Fig. 1: run 1, gate-type map
(2 px per µm)
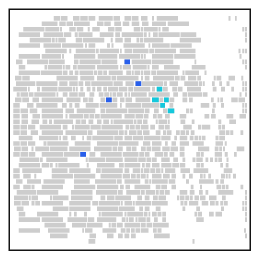
Fig. 2: run 1, metal 1
(2 px per µm)
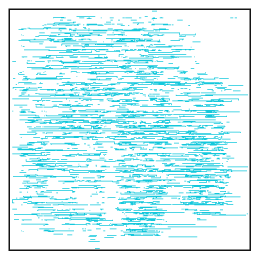
Fig. 3: run 1, congestion heat map
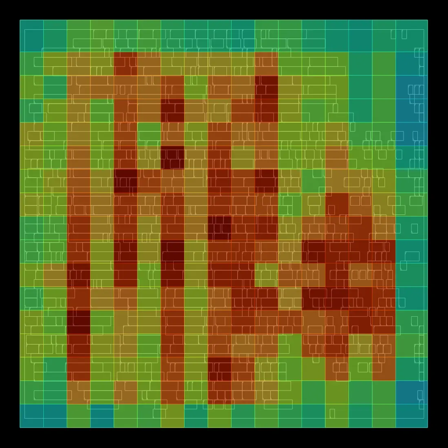
`src/rtl/swt16_pkg.sv`:
```
// Shared constants and the writeback entry type
// for the 16-bit, 16-register core slice.
package swt16_pkg;

    localparam int WORD_WIDTH = 16;
    localparam int IDX_WIDTH  = 4;
    localparam int NUM_REGS   = 2 ** IDX_WIDTH;

    typedef struct packed {
        logic [IDX_WIDTH-1:0]  idx;
        logic [WORD_WIDTH-1:0] data;
    } wb_entry_t;

endpackage

```
`src/rtl/wb_fifo.sv`:
```
// Circular buffer of writeback entries.
// Entries are exported oldest-first with a matching valid vector.
module wb_fifo
    import swt16_pkg::*;
#(
    parameter int DEPTH = 4
) (
    input  logic                     clock,
    input  logic                     reset,
    input  logic                     push,
    input  logic                     pop,
    input  wb_entry_t                din,
    output logic [$clog2(DEPTH):0]   count,
    output wb_entry_t [DEPTH-1:0]    ages,
    output logic [DEPTH-1:0]         valid
);

    localparam int PW = $clog2(DEPTH);
    localparam int CW = PW + 1;

    wb_entry_t [DEPTH-1:0] mem;
    logic [PW-1:0]         rd_ptr;
    logic [PW-1:0]         wr_ptr;

    always_ff @(posedge clock) begin
        if (reset) begin
            rd_ptr <= '0;
            wr_ptr <= '0;
            count  <= '0;
        end else begin
            if (push) begin
                mem[wr_ptr] <= din;
                wr_ptr      <= wr_ptr + PW'(1);
            end
            if (pop) begin
                rd_ptr <= rd_ptr + PW'(1);
            end
            case ({push, pop})
                2'b10:   count <= count + CW'(1);
                2'b01:   count <= count - CW'(1);
                default: ;
            endcase
        end
    end

    // Rotate storage so index 0 is always the head.
    always_comb begin
        ages  = '0;
        valid = '0;
        for (int k = 0; k < DEPTH; k++) begin
            ages[k]  = mem[rd_ptr + PW'(k)];
            valid[k] = CW'(k) < count;
        end
    end

endmodule

```
`src/rtl/wb_writer.sv`:
```
// Writeback producer: merges LSU/ALU results in order onto the regfile port.
// Define WB_WRITER_BYPASS_EN to enable the combinational bypass lookup.
module wb_writer
    import swt16_pkg::*;
#(
    parameter int DEPTH = 4
) (
    input  logic                  clock,
    input  logic                  reset,
    input  logic                  in_mem_valid,
    output logic                  out_mem_ready,
    input  logic [IDX_WIDTH-1:0]  in_mem_idx,
    input  logic [WORD_WIDTH-1:0] in_mem_data,
    input  logic                  in_alu_valid,
    output logic                  out_alu_ready,
    input  logic [IDX_WIDTH-1:0]  in_alu_idx,
    input  logic [WORD_WIDTH-1:0] in_alu_data,
    input  logic                  in_stall,
    output logic                  out_write,
    output logic [IDX_WIDTH-1:0]  out_dst_idx,
    output logic [WORD_WIDTH-1:0] out_dst,
    output logic [NUM_REGS-1:0]   out_pending,
    input  logic [IDX_WIDTH-1:0]  in_src1_idx,
    input  logic [IDX_WIDTH-1:0]  in_src2_idx,
    output logic                  out_byp1_hit,
    output logic                  out_byp2_hit,
    output logic [WORD_WIDTH-1:0] out_byp1_data,
    output logic [WORD_WIDTH-1:0] out_byp2_data
);

    localparam int CW = $clog2(DEPTH) + 1;

    logic [CW-1:0]         count;
    wb_entry_t [DEPTH-1:0] ages;
    logic [DEPTH-1:0]      valid;
    wb_entry_t             acc;
    logic                  take;
    logic                  empty;
    logic                  push;
    logic                  pop;
    logic                  cut;

    assign out_mem_ready = count < CW'(DEPTH);
    assign out_alu_ready = out_mem_ready && !in_mem_valid;

    // LSU wins; r0 results finish the handshake but are dropped here.
    always_comb begin
        acc.idx  = in_mem_valid ? in_mem_idx  : in_alu_idx;
        acc.data = in_mem_valid ? in_mem_data : in_alu_data;
        take     = ((in_mem_valid && out_mem_ready) ||
                    (in_alu_valid && out_alu_ready)) &&
                   (acc.idx != '0);
        empty    = count == '0;
        pop      = !in_stall && !empty;
        push     = take && (in_stall || !empty);
        cut      = take && !in_stall && empty;
    end

    wb_fifo #(.DEPTH(DEPTH)) u_fifo (
        .clock (clock),
        .reset (reset),
        .push  (push),
        .pop   (pop),
        .din   (acc),
        .count (count),
        .ages  (ages),
        .valid (valid)
    );

    always_ff @(posedge clock) begin
        if (reset) begin
            out_write   <= 1'b0;
            out_dst_idx <= '0;
            out_dst     <= '0;
        end else if (pop) begin
            out_write   <= 1'b1;
            out_dst_idx <= ages[0].idx;
            out_dst     <= ages[0].data;
        end else if (cut) begin
            out_write   <= 1'b1;
            out_dst_idx <= acc.idx;
            out_dst     <= acc.data;
        end else begin
            out_write   <= 1'b0;
        end
    end

    always_comb begin
        out_pending = '0;
        for (int k = 0; k < DEPTH; k++) begin
            if (valid[k]) out_pending[ages[k].idx] = 1'b1;
        end
        if (out_write) out_pending[out_dst_idx] = 1'b1;
        out_pending[0] = 1'b0;
    end

`ifdef WB_WRITER_BYPASS_EN
    // Scan oldest to youngest so the last match is the freshest value.
    function automatic logic [WORD_WIDTH:0] lookup(
        input logic [IDX_WIDTH-1:0] src,
        input wb_entry_t [DEPTH-1:0] e,
        input logic [DEPTH-1:0]     v,
        input logic                 w,
        input logic [IDX_WIDTH-1:0] w_idx,
        input logic [WORD_WIDTH-1:0] w_data
    );
        logic [WORD_WIDTH:0] r;
        r = '0;
        if (src != '0) begin
            if (w && w_idx == src) r = {1'b1, w_data};
            for (int k = 0; k < DEPTH; k++) begin
                if (v[k] && e[k].idx == src) r = {1'b1, e[k].data};
            end
        end
        return r;
    endfunction

    always_comb begin
        {out_byp1_hit, out_byp1_data} =
            lookup(in_src1_idx, ages, valid, out_write, out_dst_idx, out_dst);
        {out_byp2_hit, out_byp2_data} =
            lookup(in_src2_idx, ages, valid, out_write, out_dst_idx, out_dst);
    end
`else
    logic unused_src;
    assign unused_src    = ^{in_src1_idx, in_src2_idx};
    assign out_byp1_hit  = 1'b0;
    assign out_byp2_hit  = 1'b0;
    assign out_byp1_data = '0;
    assign out_byp2_data = '0;
`endif

endmodule

```
`config.mk`:
```
export PLATFORM = sky130hd
export DESIGN_NAME = wb_writer
export DESIGN_NICKNAME = d
export VERILOG_FILES = /design/src/rtl/swt16_pkg.sv /design/src/rtl/wb_fifo.sv /design/src/rtl/wb_writer.sv
export SDC_FILE = /design/constraint.sdc
export NUM_CORES = 1
export LEC_CHECK = 0
export CAP_MARGIN = 20
export CORE_MARGIN = 1
export CORE_UTILIZATION = 47
export DETAILED_ROUTE_END_ITERATION = 10
export GPL_TIMING_DRIVEN = 1
export MAX_ROUTING_LAYER = met4
export PLACE_DENSITY = 0.76
export SLEW_MARGIN = 10
export SYNTH_ARGS = -nofsm -noshare
export SYNTH_HDL_FRONTEND = slang
export SYNTH_SLANG_ARGS = --single-unit
```
`constraint.sdc`:
```
create_clock -name clock -period 2.3 [get_ports clock]
set_clock_uncertainty 0.15 [all_clocks]
set_input_delay 0.23 -clock clock [delete_from_list [all_inputs] [get_ports clock]]
set_output_delay 0.23 -clock clock [all_outputs]
set_load 0.01 [all_outputs]
```
==> impl_metrics.env, run 1 <==
# source this file to load flow results
export IMPL_std_cell_rows=42
export IMPL_initCoreUtil=0.486
export IMPL_drive_gt1_frac=0.403
export IMPL_top_area_cell="edfxtp_1"
export IMPL_ys_ff=108
export IMPL_crit_path_end="out_pending[10]"
export IMPL_edf_count=80
export IMPL_drv_slew=0
export IMPL_pre_cts_slack_ns=-0.567
export IMPL_sw_frac_of_total=0.356
export IMPL_setup_violations=16
export IMPL_ys_chip_area_mm2=0.00652
export IMPL_hold_buffers=0
export IMPL_top_logic_kind="multiplexers"
export IMPL_dr_pass1_iters=5
export IMPL_clkLatencyLatePin_ns=0.36
export IMPL_wl_met3_mm=1.04
export IMPL_final_area_mm2=0.00891
export IMPL_ctsResizeCount=137
export IMPL_synth_area_mm2=0.00652
export IMPL_cts_tree="done"
export IMPL_powerClk_w=0.00154
export IMPL_yosysUniqueCellTypes=58
export IMPL_cap_violations=0
export IMPL_p_switching_w=0.00285
export IMPL_outcome="finished, violations left"
export IMPL_synthCells=526
export IMPL_holdPathStages=2
export IMPL_p_seq_w=0.00253
export IMPL_xor_share=0.00537
export IMPL_synth_top_cell_area_share=0.369
export IMPL_place_gp_congestion=0.917
export IMPL_p_seq_frac=0.316
export IMPL_required_ns=1.92
export IMPL_final_hold_violation_count=0
export IMPL_ant_nets=0
export IMPL_p_int_w=0.00515
export IMPL_drt_wl_total_mm=18.7
export IMPL_fin_ws_ns=-0.317
export IMPL_num_fill_cells=960
export IMPL_cp_data_arrival_time_ns=2.24
export IMPL_post_dp_hpwl_mm=13.2
export IMPL_diodes=0
export IMPL_violations="negative setup slack"
export IMPL_ys_sh_simple=0.154
export IMPL_flop_cell="edfxtp_1"
export IMPL_period_used=1.14
export IMPL_end_kind="output port"
export IMPL_slew_headroom=0.570
export IMPL_grt_pass1_wl_mm=28.6
export IMPL_warnings=41
export IMPL_holdWs_ns=0.342
export IMPL_tightest_slew_ns=0.645
export IMPL_grt_ovfl_total=0
export IMPL_ys_top_cells_by_area="edfxtp_1 (37%), mux4_2 (10%), dfxtp_1 (8.6%)"
export IMPL_hold_class="flip-flop to flip-flop"
export IMPL_topRoutingLayerUsed="met4"
export IMPL_yosysWarnings=0
export IMPL_cts_sinks=108
export IMPL_grt_max_degree=29
export IMPL_pwr_share_comb=0.492
About Fig. 1:
blue -> xor and xnor cells  # cells 4
cyan -> non-inverting ao/oa cells  # cells 5

About Fig. 2:
main direction = horizontal
nets with wire on the layer = 670
longest straight run = 33.6 µm
wire length on this layer = 7,510 µm
DR vias: 5,202
met1 global-route usage: 0.329

About Fig. 3:
Tot GR Track Use: 0.271
Util after Layout: 0.665
met2 Track Usage GR: 0.453
global routing's busiest layer: met2
WL/cell: 20.8 µm

==> run 1: logic make-up after synthesis <==
logic type,Yosys count
fa+ha+maj,8
flops,108
compound gates,63
simple gates,184
other cells,1
mux,62
xor+xnor,4
buf+inv,96
==> run 1: cells in the final DEF, fill, tap and decap left out, types with 9 or more instances in the layout <==
master / instances
buf_4: 110
edfxtp_1: 80
clkdlybuf4s50_1: 66
nand3_1: 41
nor2_1: 36
conb_1: 35
mux4_2: 31
inv_1: 29
dfxtp_1: 23
nor3_1: 22
mux2_2: 21
buf_6: 19
a2111oi_4: 17
nor2b_1: 14
nand4_1: 13
buf_2: 13
clkbuf_16: 9
==> run 1: worst max-delay path, cell delays in order, from the launching register on <==
cell and delay [ns]:
edfxtp_1 0.46, buf_6 0.16, nor2b_1 0.11, mux4_2 0.55, buf_6 0.16, a32oi_2 0.17, o2111ai_1 0.13, buf_2 0.16
==> run 1: area by class of cell <==
type	count	area, µm²	share of cell area
inverters	30	118	0.0132
clock buffers	11	233	0.0261
flip-flops and latches	108	2980	0.334
clock inverters	5	60.1	0.00674
well taps	176	220	0.0247
multi-input cells	356	3420	0.384
repair buffers	215	1880	0.211
==> run 1: registers in the layout, summed over array words and instances, names as in the netlist <==
signal,count
out_write,1
out_dst,16
u_fifo.rd_ptr,2
u_fifo.mem,80
out_dst_idx,4
u_fifo.wr_ptr,2
u_fifo.count,3
==> run 1: per-stage QoR <==
step                setup TNS (ns)   util  std cells  power, W
global route                 -4.88  0.665        901   0.00832
CTS                          -3.09  0.654        897   0.00779
detailed placement          -27.12  0.602        858   0.00592
floorplan                        0      -        560   0.00454
finish                       -3.70  0.665        901   0.00800
global placement            -19.85  0.602        858   0.00584
--- run 2 (diff from run 1) ---
Settings changed: CELL_PAD_IN_SITES_DETAIL_PLACEMENT set to 0, CELL_PAD_IN_SITES_GLOBAL_PLACEMENT set to 1, CORE_UTILIZATION 47 to 38, PLACE_DENSITY 0.76 to not set, PLACE_DENSITY_LB_ADDON set to 0.1.
Fig. 4: run 2, metal 1
(2 px per µm)
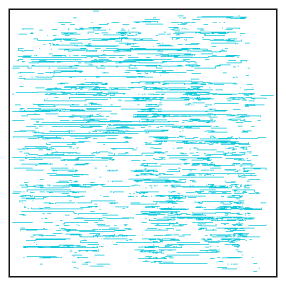
routed wire length: 17.9 mm
met1 global-route usage: 0.273
DR vias: 4,953

==> run 2 against run 1 <==
The flow still finishes with violations (negative setup slack); clock power increased by 14%; die size rose by 23%; count of clock-buffer cells in the layout did not move; hold slack worse by 0.0050 ns; synthesized area stayed put; sequential share of layout area fell by 0.46 points; synthesized cell count is the same; sequential power hardly changed; power grew 1.8%; critical endpoint is now out_pending[11]; highest routed layer unchanged.
==> impl_metrics.env, run 2 <==
# source this file to load flow results
export IMPL_slowest_delay_ns=0.54
export IMPL_edf_count=80
export IMPL_initCoreUtil=0.392
export IMPL_final_cell_mix="buf_4 (116), edfxtp_1 (80), clkdlybuf4s50_1 (66)"
export IMPL_xor_share=0.00537
export IMPL_p_switching_w=0.00273
export IMPL_synth_area_mm2=0.00652
export IMPL_cp_common_cell="buf_6"
export IMPL_drv_slew=0
export IMPL_top_logic_kind="multiplexers"
export IMPL_period_used=1.12
export IMPL_crit_path_end="out_pending[11]"
export IMPL_violations="negative setup slack"
export IMPL_num_fill_cells=1417
export IMPL_ys_chip_area_mm2=0.00652
export IMPL_p_seq_frac=0.307
export IMPL_outcome="finished, violations left"
export IMPL_diodes=0
export IMPL_critPathTopFamily="multiplexers"
export IMPL_crit_buf_inv=3
export IMPL_tightest_slew_ns=0.632
export IMPL_stdcell_count=949
export IMPL_yosysUniqueCellTypes=58
export IMPL_cp_data_arrival_time_ns=2.20
export IMPL_setup_violations=15
export IMPL_mostFrequentLayoutCell="buf_4"
export IMPL_hold_class="flip-flop to flip-flop"
export IMPL_warnings=41
export IMPL_crit_path_cell_trace="buf_6, mux4_2, buf_6, and3b_2, a32oi_2, o2111ai_2, buf_2"
export IMPL_ys_ff=108
export IMPL_largest_register_ffs=80
export IMPL_end_kind="output port"
export IMPL_ys_top_cells_by_area="edfxtp_1 (37%), mux4_2 (10%), dfxtp_1 (8.6%)"
export IMPL_ant_nets=0
export IMPL_yosysWarnings=0
export IMPL_fin_ws_ns=-0.280
export IMPL_flop_cell="edfxtp_1"
export IMPL_post_dp_hpwl_mm=13.6
export IMPL_p_int_w=0.00541
run 2: kinds of logic (layout without fill, tap and decap cells):
| group | count (synthesis) | count (layout) |
|---|---|---|
| xor+xnor | 4 | 4 |
| other cells | 1 | 35 |
| flops | 108 | 108 |
| mux | 62 | 62 |
| simple gates | 184 | 184 |
| buf+inv | 96 | 265 |
| fa+ha+maj | 8 | 8 |
| compound gates | 63 | 63 |
run 2: power groups by stage:
| stage | clock network (W) | logic (W) | registers [W] |
|---|---|---|---|
| after detailed placement | 0 | 0.00338 | 0.00254 |
| after floorplan | 0 | 0.00201 | 0.00252 |
| after global routing | 0.00188 | 0.00415 | 0.00253 |
| after CTS | 0.00180 | 0.00371 | 0.00250 |
| final | 0.00176 | 0.00389 | 0.00250 |
| after global placement | 0 | 0.00335 | 0.00252 |
run 2: what timing repair did:
item | in CTS | in global routing
pin swaps | 21 | 17
buffers inserted | 24 | 9
endpoints found under the setup margin | 100 | 43
resized | 125 | 32
run 2: per-stage QoR:
stage	power [W]	setup WS (ns)	cell area, µm²	TNS [ns]
after floorplan	0.00454	0.0247	6650	0
after global placement	0.00587	-0.439	8170	-33.38
after detailed placement	0.00591	-0.407	8170	-34.23
after CTS	0.00801	-0.314	8830	-3.44
after global routing	0.00856	-0.383	9020	-4.97
final	0.00815	-0.280	9020	-3.45
run 2: final cells by class:
type	instances	area, µm²	area share
Clock buffer	11	243	0.0269
Inverter	30	113	0.0125
Multi-Input combinational cell	356	3420	0.379
Tap cell	220	275	0.0305
Clock inverter	4	97.6	0.0108
Sequential cell	108	2970	0.330
Timing Repair Buffer	220	1890	0.210
run 2: layer usage:
metal  track usage  vias up  part of all wire
li1              -     2327                 -
met5             -        -                 0
met4        0.0639        0             0.016
met3        0.0364       15             0.035
met1         0.273     2471              0.44
met2         0.359      140              0.51
--- run 3 (diff from run 2) ---
Settings changed: CORE_MARGIN 1 to not set.
Fig. 5: run 3, congestion heat map
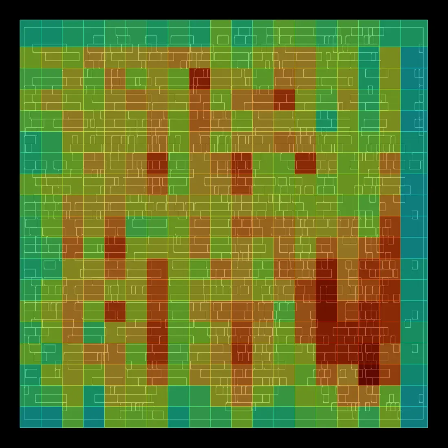
Tot GR Track Use: 0.217
met2 Track Usage GR: 0.359

==> run 3 against run 2 <==
The flow still finishes with violations (negative setup slack); highest routed layer unchanged; cell count unchanged; sequential share of layout area unchanged; first-iteration DRC count unchanged; sequential power about the same.
==> impl_metrics.env, run 3 <==
# source this file to load flow results
export IMPL_outcome="finished, violations left"
export IMPL_violations="negative setup slack"
export IMPL_num_fill_cells=1417
export IMPL_setup_tns_ns=-3.45
export IMPL_powerClk_w=0.00176
export IMPL_p_switching_w=0.00273
export IMPL_p_seq_frac=0.307
export IMPL_drv_slew=0
export IMPL_met1_length_mm=7.86
export IMPL_setup_violations=15
export IMPL_wl_met3_um=623
export IMPL_ctsResizeCount=125
export IMPL_hold_class="flip-flop to flip-flop"
export IMPL_warnings=41
export IMPL_largest_register_ffs=80
export IMPL_comb_power_w=0.00389
export IMPL_initCoreUtil=0.392
export IMPL_fin_ws_ns=-0.280
export IMPL_yosysUniqueCellTypes=58
export IMPL_cp_data_arrival_time_ns=2.20
export IMPL_postCtsSetupBuffers=24
export IMPL_route_met2_wl_mm=9.14
export IMPL_grt_busiest_layer="met2"
export IMPL_pre_cts_slack_ns=-0.407
export IMPL_yosysWarnings=0
export IMPL_grt_use_met3=0.0364
export IMPL_synth_area_mm2=0.00652
export IMPL_vias=4953
export IMPL_ant_nets=0
export IMPL_end_kind="output port"
export IMPL_topRoutingLayerUsed="met4"
export IMPL_final_cell_mix="buf_4 (116), edfxtp_1 (80), clkdlybuf4s50_1 (66)"
export IMPL_top_logic_kind="multiplexers"
export IMPL_use_met1=0.273
export IMPL_edf_count=80
run 3: cell counts in the layout (fill, tap and decap cells not counted):
Identical to the previous run, type by type.
run 3: per-stage QoR:
step / hold WS, ns / instances / total power (W) / utilization / cell area (µm²)
3_5_place_dp: 0.337 / 909 / 0.00591 / 0.491 / 8170
3_3_place_gp: 0.313 / 909 / 0.00587 / 0.491 / 8170
2_1_floorplan: 0.337 / 560 / 0.00454 / - / 6650
4_1_cts: 0.348 / 945 / 0.00801 / 0.530 / 8830
5_1_grt: 0.367 / 949 / 0.00856 / 0.542 / 9020
6_report: 0.337 / 949 / 0.00815 / 0.542 / 9020
run 3: final timing paths:
check              startpoint         endpoint  slack (ns)  cells past startpoint
min reg2reg        out_dst[0]       out_dst[0]        0.34                      2
min                out_dst[0]       out_dst[0]        0.34                      2
max          u_fifo.rd_ptr[0]  out_pending[11]       -0.28                      7
max reg2reg  u_fifo.rd_ptr[0]   out_dst_idx[2]        0.02                      8
run 3: critical path, stage by stage, from the launching register on:
cell,delay (ns)
dfxtp_4,0.38
buf_6,0.10
mux4_2,0.54
buf_6,0.14
and3b_2,0.21
a32oi_2,0.20
o2111ai_2,0.13
buf_2,0.16
run 3: cell type report:
| type | instances | area share |
|---|---|---|
| Multi-Input combinational cell | 356 | 0.379 |
| Sequential cell | 108 | 0.330 |
| Timing Repair Buffer | 220 | 0.210 |
| Tap cell | 220 | 0.0305 |
| Clock buffer | 11 | 0.0269 |
| Inverter | 30 | 0.0125 |
| Clock inverter | 4 | 0.0108 |
run 3: cell families after synthesis:
logic type | Yosys count
AND-OR/OR-AND | 63
XOR/XNOR | 4
adder cells (fa/ha/maj) | 8
buffers and inverters | 96
flip-flops | 108
multiplexers | 62
other | 1
AND/OR/NAND/NOR | 184

==> layout pictures side by side <==
A small window of the routed layout.
Plate I
Window x 87 to 112, y 87 to 112 µm. Cells in gray, sequential cells in the stronger gray; small squares are vias.
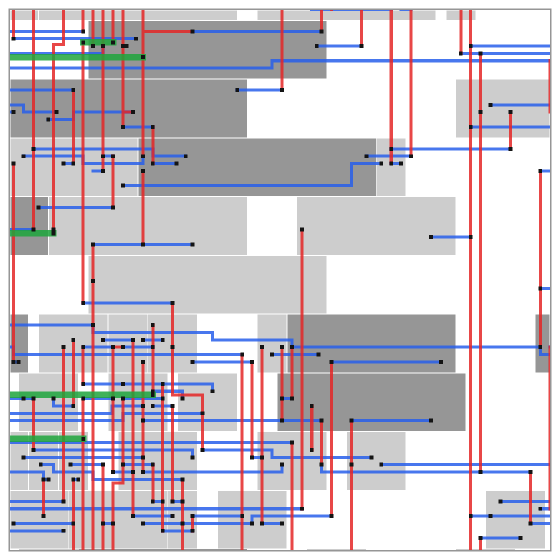
Plate II
Window x 77 to 102, y 77 to 102 µm. Cells in gray, sequential cells in the stronger gray; small squares are vias.
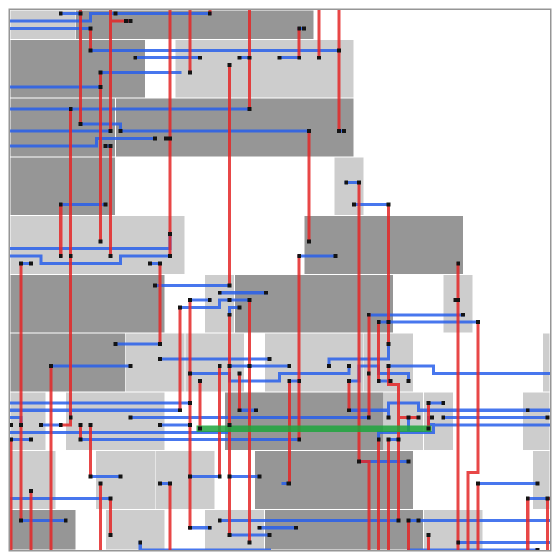
- Plate I = run 3
- Plate II = run 1

Key to Plate II:
green -> M3
red -> M2
blue -> M1
sequential cells in the window = 8
netlist names of flops here include = out_dst_idx (4), u_fifo.mem (3)
most frequent = buf_4 (6), dfxtp_1 (5)
cells with their middle in the window = 28

Power is estimated from default activity; no workload was simulated.
